[src/rtl/fetch_stage.sv]
// RV32I instruction-fetch stage: owns the PC, keeps one instruction-memory request in
// flight and feeds decode through the IF/ID register, backed by a one-entry hold buffer.
module fetch_stage #(
    parameter int unsigned     PC_W     = 9,
    parameter logic [PC_W-1:0] RESET_PC = {PC_W{1'b0}}
) (
    input  logic            clk,
    input  logic            reset,
    input  logic            stall,
    input  logic            PcSel,
    input  logic [31:0]     BrPC,
    output logic            imem_req,
    output logic [PC_W-1:0] imem_addr,
    input  logic            imem_gnt,
    input  logic            imem_rvalid,
    input  logic [31:0]     imem_rdata,
    output logic            id_valid,
    output logic [PC_W-1:0] id_pc,
    output logic [31:0]     id_instr,
    output logic            misalign_err
);
    typedef enum logic [1:0] {
        S_FETCH = 2'd0,
        S_WAIT  = 2'd1,
        S_HOLD  = 2'd2,
        S_DRAIN = 2'd3
    } state_e;

    localparam logic [31:0]     NOP_INSTR   = 32'h0000_0013;
    localparam logic [PC_W-1:0] PC_STEP     = PC_W'(3'd4);
    localparam logic [PC_W-1:0] RESET_PC_AL = {RESET_PC[PC_W-1:2], 2'b00};

    state_e          state_q, state_d;
    logic [PC_W-1:0] pc_q, pc_d;
    logic [PC_W-1:0] req_pc_q, req_pc_d;
    logic [31:0]     buf_instr_q, buf_instr_d;
    logic [PC_W-1:0] buf_pc_q, buf_pc_d;
    logic            id_valid_q, id_valid_d;
    logic [PC_W-1:0] id_pc_q, id_pc_d;
    logic [31:0]     id_instr_q, id_instr_d;
    logic            misalign_q, misalign_d;
    logic            req_q, req_d;

    logic            gnt_s;
    logic            accept_s;
    logic            load_s;
    logic [PC_W-1:0] load_pc_s;
    logic [31:0]     load_instr_s;
    logic [PC_W-1:0] target_s;
    logic            unused_s;

    assign gnt_s    = req_q & imem_gnt;
    assign accept_s = ~stall | ~id_valid_q;
    assign target_s = {BrPC[PC_W-1:2], 2'b00};
    assign unused_s = ^BrPC;

    // Next-state, fetch-request and IF/ID update logic; a redirect overrides everything else.
    always_comb begin
        state_d      = state_q;
        pc_d         = pc_q;
        req_pc_d     = req_pc_q;
        buf_instr_d  = buf_instr_q;
        buf_pc_d     = buf_pc_q;
        id_valid_d   = id_valid_q;
        id_pc_d      = id_pc_q;
        id_instr_d   = id_instr_q;
        misalign_d   = 1'b0;
        load_s       = 1'b0;
        load_pc_s    = req_pc_q;
        load_instr_s = imem_rdata;
        if (PcSel) begin
            pc_d       = target_s;
            id_valid_d = 1'b0;
            misalign_d = (BrPC[1:0] != 2'b00);
            case (state_q)
                S_FETCH: state_d = gnt_s ? S_DRAIN : S_FETCH;
                S_WAIT:  state_d = imem_rvalid ? S_FETCH : S_DRAIN;
                S_HOLD:  state_d = S_FETCH;
                S_DRAIN: state_d = imem_rvalid ? S_FETCH : S_DRAIN;
                default: state_d = S_FETCH;
            endcase
        end else begin
            case (state_q)
                S_FETCH: begin
                    if (gnt_s) begin
                        req_pc_d = pc_q;
                        pc_d     = pc_q + PC_STEP;
                        state_d  = S_WAIT;
                    end else begin
                        state_d = S_FETCH;
                    end
                end
                S_WAIT: begin
                    if (imem_rvalid && accept_s) begin
                        load_s  = 1'b1;
                        state_d = S_FETCH;
                    end else if (imem_rvalid) begin
                        buf_instr_d = imem_rdata;
                        buf_pc_d    = req_pc_q;
                        state_d     = S_HOLD;
                    end else begin
                        state_d = S_WAIT;
                    end
                end
                S_HOLD: begin
                    if (accept_s) begin
                        load_s       = 1'b1;
                        load_pc_s    = buf_pc_q;
                        load_instr_s = buf_instr_q;
                        state_d      = S_FETCH;
                    end else begin
                        state_d = S_HOLD;
                    end
                end
                S_DRAIN: state_d = imem_rvalid ? S_FETCH : S_DRAIN;
                default: state_d = S_FETCH;
            endcase
            if (load_s) begin
                id_valid_d = 1'b1;
                id_pc_d    = load_pc_s;
                id_instr_d = load_instr_s;
            end else if (!stall) begin
                id_valid_d = 1'b0;
            end else begin
                id_valid_d = id_valid_q;
            end
        end
        req_d = (state_d == S_FETCH);
    end

    // State, PC, hold buffer and IF/ID registers.
    always_ff @(posedge clk or negedge reset) begin
        if (!reset) begin
            state_q     <= S_FETCH;
            pc_q        <= RESET_PC_AL;
            req_pc_q    <= {PC_W{1'b0}};
            buf_instr_q <= NOP_INSTR;
            buf_pc_q    <= {PC_W{1'b0}};
            id_valid_q  <= 1'b0;
            id_pc_q     <= {PC_W{1'b0}};
            id_instr_q  <= NOP_INSTR;
            misalign_q  <= 1'b0;
            req_q       <= 1'b0;
        end else begin
            state_q     <= state_d;
            pc_q        <= pc_d;
            req_pc_q    <= req_pc_d;
            buf_instr_q <= buf_instr_d;
            buf_pc_q    <= buf_pc_d;
            id_valid_q  <= id_valid_d;
            id_pc_q     <= id_pc_d;
            id_instr_q  <= id_instr_d;
            misalign_q  <= misalign_d;
            req_q       <= req_d;
        end
    end

    assign imem_req     = req_q;
    assign imem_addr    = pc_q;
    assign id_valid     = id_valid_q;
    assign id_pc        = id_pc_q;
    assign id_instr     = id_instr_q;
    assign misalign_err = misalign_q;

endmodule

[config.mk]
export PLATFORM = sky130hd
export DESIGN_NAME = fetch_stage
export DESIGN_NICKNAME = d
export VERILOG_FILES = /design/src/rtl/fetch_stage.sv
export SDC_FILE = /design/constraint.sdc
export NUM_CORES = 1
export LEC_CHECK = 0
export ABC_AREA = 1
export CAP_MARGIN = 20
export CORE_ASPECT_RATIO = 0.5
export CORE_MARGIN = 3
export CORE_UTILIZATION = 45
export CTS_CLUSTER_SIZE = 8
export DETAILED_ROUTE_END_ITERATION = 6
export GPL_ROUTABILITY_DRIVEN = 0
export PLACE_DENSITY = 0.76
export SLEW_MARGIN = 10
export SYNTH_ARGS = -nofsm -noshare
export SYNTH_HDL_FRONTEND = slang
export SYNTH_SLANG_ARGS = --single-unit
[constraint.sdc]
create_clock -name clk -period 2.8 [get_ports clk]
set_input_delay 0.42 -clock clk [delete_from_list [all_inputs] [get_ports clk]]
set_output_delay 0.42 -clock clk [all_outputs]
set_load 0.05 [all_outputs]
Run 1, floorplan with the power grid:
Scale bar: 50 µm. Pins as bars on the die edge.
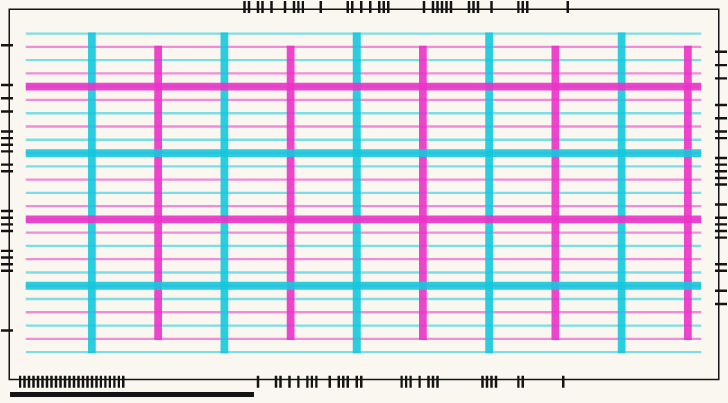
net	color
VDD	magenta
VSS	cyan
signal pins	123
met5 straps	4
rows	24
Die Wd: 145 µm
Max VDD drop: 415 µV
core area: 0.00904 mm²
Die Span Y: 75.6 µm

Run 1, clock routing:
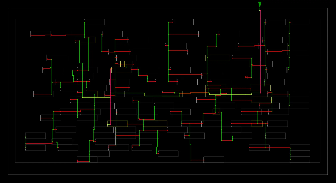
CTS Sinks: 97
Skew-Pair Late Insertion Delay: 0.33 ns
Flops: 97

==> impl_metrics.json, run 1 <==
{
  "reg2reg_to": "buf_instr_q[20]",
  "pin_count": 123,
  "clockBufferDepth": 2,
  "grt_usage_pct": 16.3,
  "edf_count": 0,
  "htreeDepth": 3,
  "hold_path.class": "input port to asynchronous set/reset pin",
  "hpwlAfterDp_um": 5650,
  "reg2reg_depth": 4,
  "overflow": 0,
  "die_area_mm2": 0.0110,
  "end_kind": "flip-flop",
  "hold_buffers": 0,
  "fin_util_pct": 63.1,
  "drive_gt1_share_pct": 5.28,
  "tightest_slew_ns": 0.939,
  "synth.cell_area_mm2": 0.00435,
  "drv_cap": 0,
  "cts_buffers": 9,
  "cp.arrival_ns": 2.31,
  "grt_pass1_vias": 3235,
  "synth.area.top_cells": "dfrtp_1, nand2_1, o21ai_0",
  "yosys.area_share.aoi_pct": 15.1,
  "top_area_cell": "dfrtp_1",
  "synth-xor-area-share_pct": 0.201,
  "ys_cells": 518,
  "cp.required_ns": 3.01,
  "fin_crit_ns": 2.09,
  "yosysMostFrequentCell": "nand2_1",
  "slew-limit-headroom_pct": 37.4,
  "status": "finished, final reports clean",
  "wl_per_cell_um": 11.7,
  "grt_use_met1_pct": 20.5,
  "tool_warnings": 53,
  "cp-startpoint": "state_q[1]",
  "hold_viol_final": 0,
  "async_reset_ff_share_pct": 100,
  "p_per_area_mw_per_mm2": 1060,
  "ys_ff": 97,
  "r2r_slack_ns": 0.71,
  "postSynthSeqShare_pct": 55.9,
  "fp-utilization_pct": 48.2,
  "routed_via_density": 4.68,
  "antenna_found_initial": 0,
  "drt_pass1_iterations": 6,
  "fillers": 785,
  "worstSetupEndpoint": "buf_instr_q[20]",
  "simple_gate_area_share_pct": 17.3,
  "fp-row-count": 24,
  "remaining_drc_errors": 0,
  "setup_viol": 0,
  "final-max-slew-violation-count": 0,
  "fin_skew_ns": 0.00452,
  "finalClockPeriodUsage_pct": 74.8,
  "ant_nets": 0,
  "crit_path_start_kind": "flip-flop",
  "r2r_start": "state_q[1]",
  "synthToLayoutAreaGrowth_pct": 31.0,
  "grt_pass1_wl_um": 14700,
  "top_logic_kind": "simple AND/OR/NAND/NOR gates",
  "syn_area_per_cell_um2": 8.41,
  "setup_tns_ns": 0,
  "synthFlopType": "dfrtp_1",
  "rsz0062_at_grt": "no",
  "hold_slack_ns": 0.142,
  "synth_cell_types": 21,
  "cts_resized": 0,
  "cts_tree": "built",
  "port_buffers": 95,
  "root_buffer": "clkbuf_16",
  "grt-busiest-layer": "met2",
  "syn_inst": 518,
  "drt_iter0_drc": 205,
  "nNetsFinal": 677,
  "cts.reportedPaths.clkPinSlew_ns": 0.06,
  "cts_setup_buffers": 0,
  "yosysWarnings": 0,
  "leakage_nw": 2.81,
  "yosys_area_mm2": 0.00435,
  "max_freq_mhz": 478,
  "ys_sh_mux_pct": 0,
  "num_antenna_cells": 0,
  "grt_start_max_net_pins": 98,
  "fa_ha_area_share_pct": 1.72,
  "path_max_fanout": 78,
  "grt_use_met2_pct": 29.6,
  "top_area_share_pct": 52.3,
  "crit_type": "flip-flop to flip-flop",
  "ys_top_cells_by_count": "nand2_1, o21ai_0, dfrtp_1"
}
Run 1, the metal 3 layer:
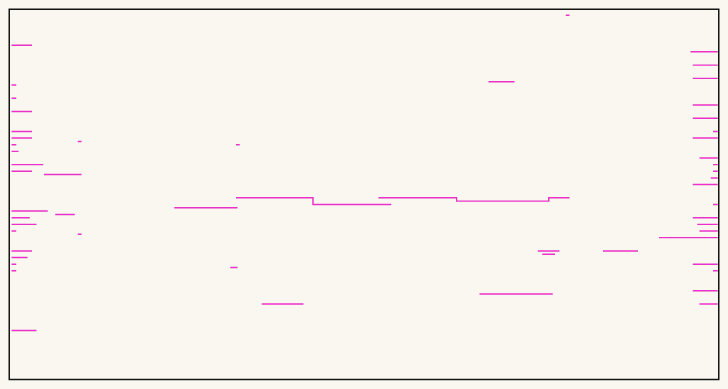
share of all routed wire	3.2%
wire length on this layer	278 µm
longest straight run	18.9 µm
nets with wire on the layer	49
detailed-route via count: 3441
final WL: 8590 µm
met3 GRT Util: 3.68%

## run 1: how the worst min path moves through the flow
stage	startpoint	slack, ns	to	depth (start not counted)
6_report	reset	0.14	req_pc_q[2]	2
2_1_floorplan	reset	0.12	buf_instr_q[10]	0
5_1_grt	reset	0.18	buf_pc_q[2]	2
3_3_place_gp	buf_instr_q[10]	0.46	buf_instr_q[10]	2
4_1_cts	reset	0.16	buf_pc_q[2]	2
3_5_place_dp	buf_instr_q[10]	0.47	buf_instr_q[10]	2
## run 1: power breakdown
part | total [W] | switching [W] | internal (W)
clock | 0.00130 | 0.000491 | 0.000805
sequential | 0.00213 | 0.000252 | 0.00188
combinational | 0.00259 | 0.00172 | 0.000872
## run 1: critical path: stages (launching register included)
cell	delay, ns
dfrtp_1	0.40
inv_1	0.11
ha_1	0.25
nand4_4	0.72
o21ai_0	0.45
## run 1: metal layers
metal | vias to the layer above | share of wire (%)
met5 | - | 0
met4 | 0 | 0.94
met3 | 8 | 3.2
met2 | 66 | 48
met1 | 1578 | 48
li1 | 1789 | -
## run 1: final cells by class
| cell class | instances | area (µm²) | area share (%) |
|---|---|---|---|
| flip-flops and latches | 97 | 2430 | 42.7 |
| multi-input cells | 331 | 1530 | 26.8 |
| repair buffers | 100 | 1020 | 17.9 |
| clock buffers | 11 | 243 | 4.26 |
| inverters | 62 | 233 | 4.08 |
| well taps | 130 | 163 | 2.85 |
| clock inverters | 5 | 78.8 | 1.38 |
## run 1: state kept, by name, indices dropped and copies added (netlist names)
signal / count
state_q: 2
req_pc_q: 7
id_instr: 32
misalign_err: 1
buf_instr_q: 32
buf_pc_q: 7
id_valid: 1
imem_addr: 7
imem_req: 1
id_pc: 7
## run 1: kinds of logic after synthesis
family                   Yosys count
flip-flops                        97
adder cells (fa/ha/maj)            6
XOR/XNOR                           1
buffers and inverters             93
other                              1
AND/OR/NAND/NOR                  190
AND-OR/OR-AND                    130
## run 1: per-stage QoR
stage	instances	area (µm²)	setup slack [ns]	total power (W)
after floorplan	521	4370	1.26	0.00391
after global placement	720	5380	0.407	0.00471
after detailed placement	720	5380	0.366	0.00478
after CTS	736	5700	0.670	0.00610
after global routing	736	5700	0.417	0.00641
final	736	5700	0.706	0.00602
## run 1: layout by cell type (no fill, tap or decap)
cell | netlist | final
nand2_1 | 164 | 164
o21ai_0 | 117 | 117
clkdlybuf4s50_1 | 0 | 94
dfrtp_1 | 91 | 91
inv_1 | 61 | 61
nand3_1 | 12 | 12
nor2_1 | 9 | 9
o21ai_1 | 9 | 9
clkbuf_16 | 0 | 9
ha_1 | 6 | 6
dfstp_2 | 6 | 6
conb_1 | 1 | 4
o211ai_1 | 3 | 3
buf_4 | 6 | 3
buf_12 | 0 | 3
nand2_2 | 2 | 2
nand4_4 | 0 | 2
bufinv_16 | 0 | 2
clkinv_2 | 0 | 2
inv_2 | 1 | 1
nand4_1 | 1 | 1
xnor2_1 | 1 | 1
a21oi_1 | 1 | 1
clkinv_4 | 0 | 1
clkbuf_8 | 0 | 1
clkbuf_1 | 16 | 1
Run 1, the metal 2 layer:
Scale bar: 50 µm.
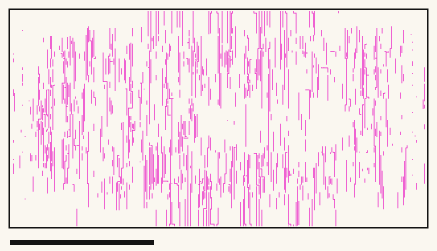

==> run 1 -> run 2 <==
clock period = 2.2 ns   (was 2.8 ns; I/O delays follow)
Run 2, the metal 2 layer:
Scale bar: 50 µm.
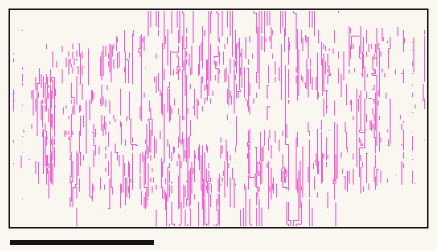
main direction	vertical
share of all routed wire	47%
wire length on this layer	4170 µm

==> run 2 against run 1 <==
Net effect: first-iteration DRC count grew 30%; final cell count is 0.54% higher; sequential share of layout area hardly changed; core utilization about the same; largest cell class unchanged.
==> impl_metrics.json, run 2 <==
{
  "clock_latency_ns": 0.33,
  "dp.cells": 723,
  "hold_path.class": "flip-flop to flip-flop",
  "finalInstanceArea_mm2": 0.00570,
  "cts_resized": 0,
  "fp-row-count": 24,
  "coreArea_mm2": 0.00904,
  "top_area_share_pct": 52.3,
  "fp-utilization_pct": 48.2,
  "cp-startpoint": "id_instr[0]",
  "final-max-slew-violation-count": 0,
  "worstSetupEndpoint": "id_instr[0]",
  "cts_setup_buffers": 0,
  "yosys_area_mm2": 0.00435,
  "nNetsFinal": 681,
  "synthFlopType": "dfrtp_1",
  "hpwlAfterDp_um": 6000,
  "fin_cells": 740,
  "critical_path.slowest_cell": "clkdlybuf4s50_1",
  "crit_type": "flip-flop to primary output",
  "async_reset_ff_share_pct": 100,
  "cp.required_ns": 1.87,
  "wl_um": 8800,
  "cts_tree": "built",
  "lay_top_count": "nand2_1",
  "postSynthSeqShare_pct": 55.9,
  "slew-limit-headroom_pct": 55.5,
  "ys_cells": 518,
  "drt_pass1_iterations": 4,
  "p_per_area_mw_per_mm2": 1330,
  "synthToLayoutAreaGrowth_pct": 31.0,
  "routed_via_density": 4.64,
  "synth.area.top_cells": "dfrtp_1, nand2_1, o21ai_0",
  "edf_count": 0,
  "rsz0062_at_grt": "no",
  "ys_ff": 97,
  "finalClockPeriodUsage_pct": 90.2,
  "vias": 3432,
  "grt_usage_pct": 16.6,
  "overflow": 0,
  "path_delay_family": "buffers and inverters",
  "hold_buffers": 1,
  "cp.arrival_ns": 1.66,
  "drive_gt1_share_pct": 5.41,
  "ant_nets": 0,
  "yosysMostFrequentCell": "nand2_1",
  "cts.reportedPaths.clkPinSlew_ns": 0.06,
  "htreeDepth": 3,
  "remaining_drc_errors": 0,
  "fin_skew_ns": 0.00507,
  "r2r_slack_ns": 0.37,
  "cp.depth": 1,
  "antenna_found_initial": 0,
  "peakVddDrop_uv": 572,
  "path_cells": "clkdlybuf4s50_1",
  "p_sw_w": 0.00315,
  "hold_slack_ns": 0.480,
  "crit_path_start_kind": "flip-flop",
  "end_kind": "primary output",
  "fin_crit_ns": 1.99,
  "reg2reg_depth": 7,
  "drv_cap": 0,
  "root_buffer": "clkbuf_16",
  "top_area_cell": "dfrtp_1",
  "p_comb_share_pct": 43.9,
  "synth.cell_area_mm2": 0.00435,
  "p_total_w": 0.00757,
  "slowest_delay_ns": 0.80,
  "pin_count": 123,
  "fillers": 801,
  "wl_per_cell_um": 11.9,
  "leakage_nw": 2.81,
  "port_buffers": 95,
  "hold_viol_final": 0,
  "synth_cell_types": 21,
  "path_max_fanout": 2,
  "internal-power_w": 0.00442,
  "critPathBufInv": 1,
  "syn_area_per_cell_um2": 8.41,
  "yosysWarnings": 0,
  "status": "finished, final reports clean",
  "clockBufferDepth": 2,
  "grt_pass1_vias": 3101,
  "fp.dieH_um": 75.6,
  "p_sw_share_pct": 41.6,
  "postPlaceCellArea_mm2": 0.00540,
  "ys_top_cells_by_count": "nand2_1, o21ai_0, dfrtp_1",
  "die_area_mm2": 0.0110,
  "cts_buffers": 9,
  "reg2reg_to": "id_instr[20]",
  "syn_inst": 518,
  "fp.dieW_um": 145,
  "drt_iter0_drc": 267,
  "num_antenna_cells": 0
}
Run 2, the metal 3 layer:
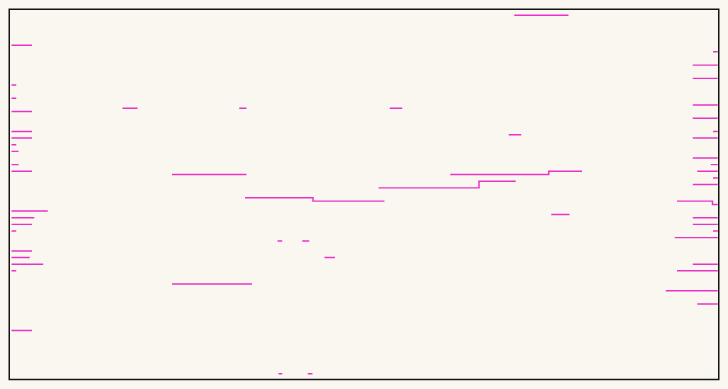
main direction	horizontal
nets with wire on the layer	46

## run 2: cell counts after synthesis
Identical to the previous run, type by type.
## run 2: per-stage QoR
step	worst slack (ns)	util, %
floorplan	0.662	-
global placement	0.298	59.8
detailed placement	0.225	59.8
CTS	0.194	63.1
global route	0.153	63.1
finish	0.215	63.1
## run 2: layer usage
metal | part of all wire (%) | up-vias | wire length [µm] | track usage [%]
met1 | 48 | 1560 | 4200 | 21.5
met5 | 0 | - | 0 | 0
met2 | 47 | 62 | 4170 | 28.6
met3 | 3.4 | 12 | 297 | 4.28
met4 | 1.5 | 0 | 133 | 5.26
li1 | - | 1798 | - | -
## run 2: cell families (layout without fill, tap and decap cells)
logic type / count (synthesis) / count (layout) / share of synthesized area [%]
compound gates: 130 / 130 / 15.1
simple gates: 190 / 190 / 17.3
buf+inv: 93 / 182 / 9.65
other cells: 1 / 4 / 0.0861
fa+ha+maj: 6 / 6 / 1.72
xor+xnor: 1 / 1 / 0.201
flops: 97 / 97 / 55.9
## run 2: layout make-up
cell class	count	area [µm²]	area share [%]
clock buffer	13	250	4.39
inverter	62	233	4.08
tap	130	163	2.85
multi-input combinational	331	1530	26.8
clock inverter	3	40.0	0.702
sequential	97	2430	42.7
timing repair buffer	104	1060	18.5
## run 2: how the worst min path moves through the flow
stage	slack (ns)	end	start	cells past startpoint
finish	0.48	buf_instr_q[6]	buf_instr_q[6]	2
global route	0.50	id_instr[10]	id_instr[10]	2
CTS	0.48	buf_pc_q[3]	buf_pc_q[3]	2
detailed placement	0.35	imem_addr[3]	reset	1
global placement	0.34	req_pc_q[3]	reset	1
floorplan	0.03	buf_instr_q[10]	reset	0
## run 2: power groups by stage
stage               registers, W  clock network (W)  logic, W
CTS                      0.00273            0.00157   0.00336
detailed placement       0.00275                  0   0.00334
floorplan                0.00394                  0   0.00103
global route             0.00279            0.00165   0.00362
finish                   0.00272            0.00153   0.00332
global placement         0.00272                  0   0.00328
Power and IR drop assume default switching activity.
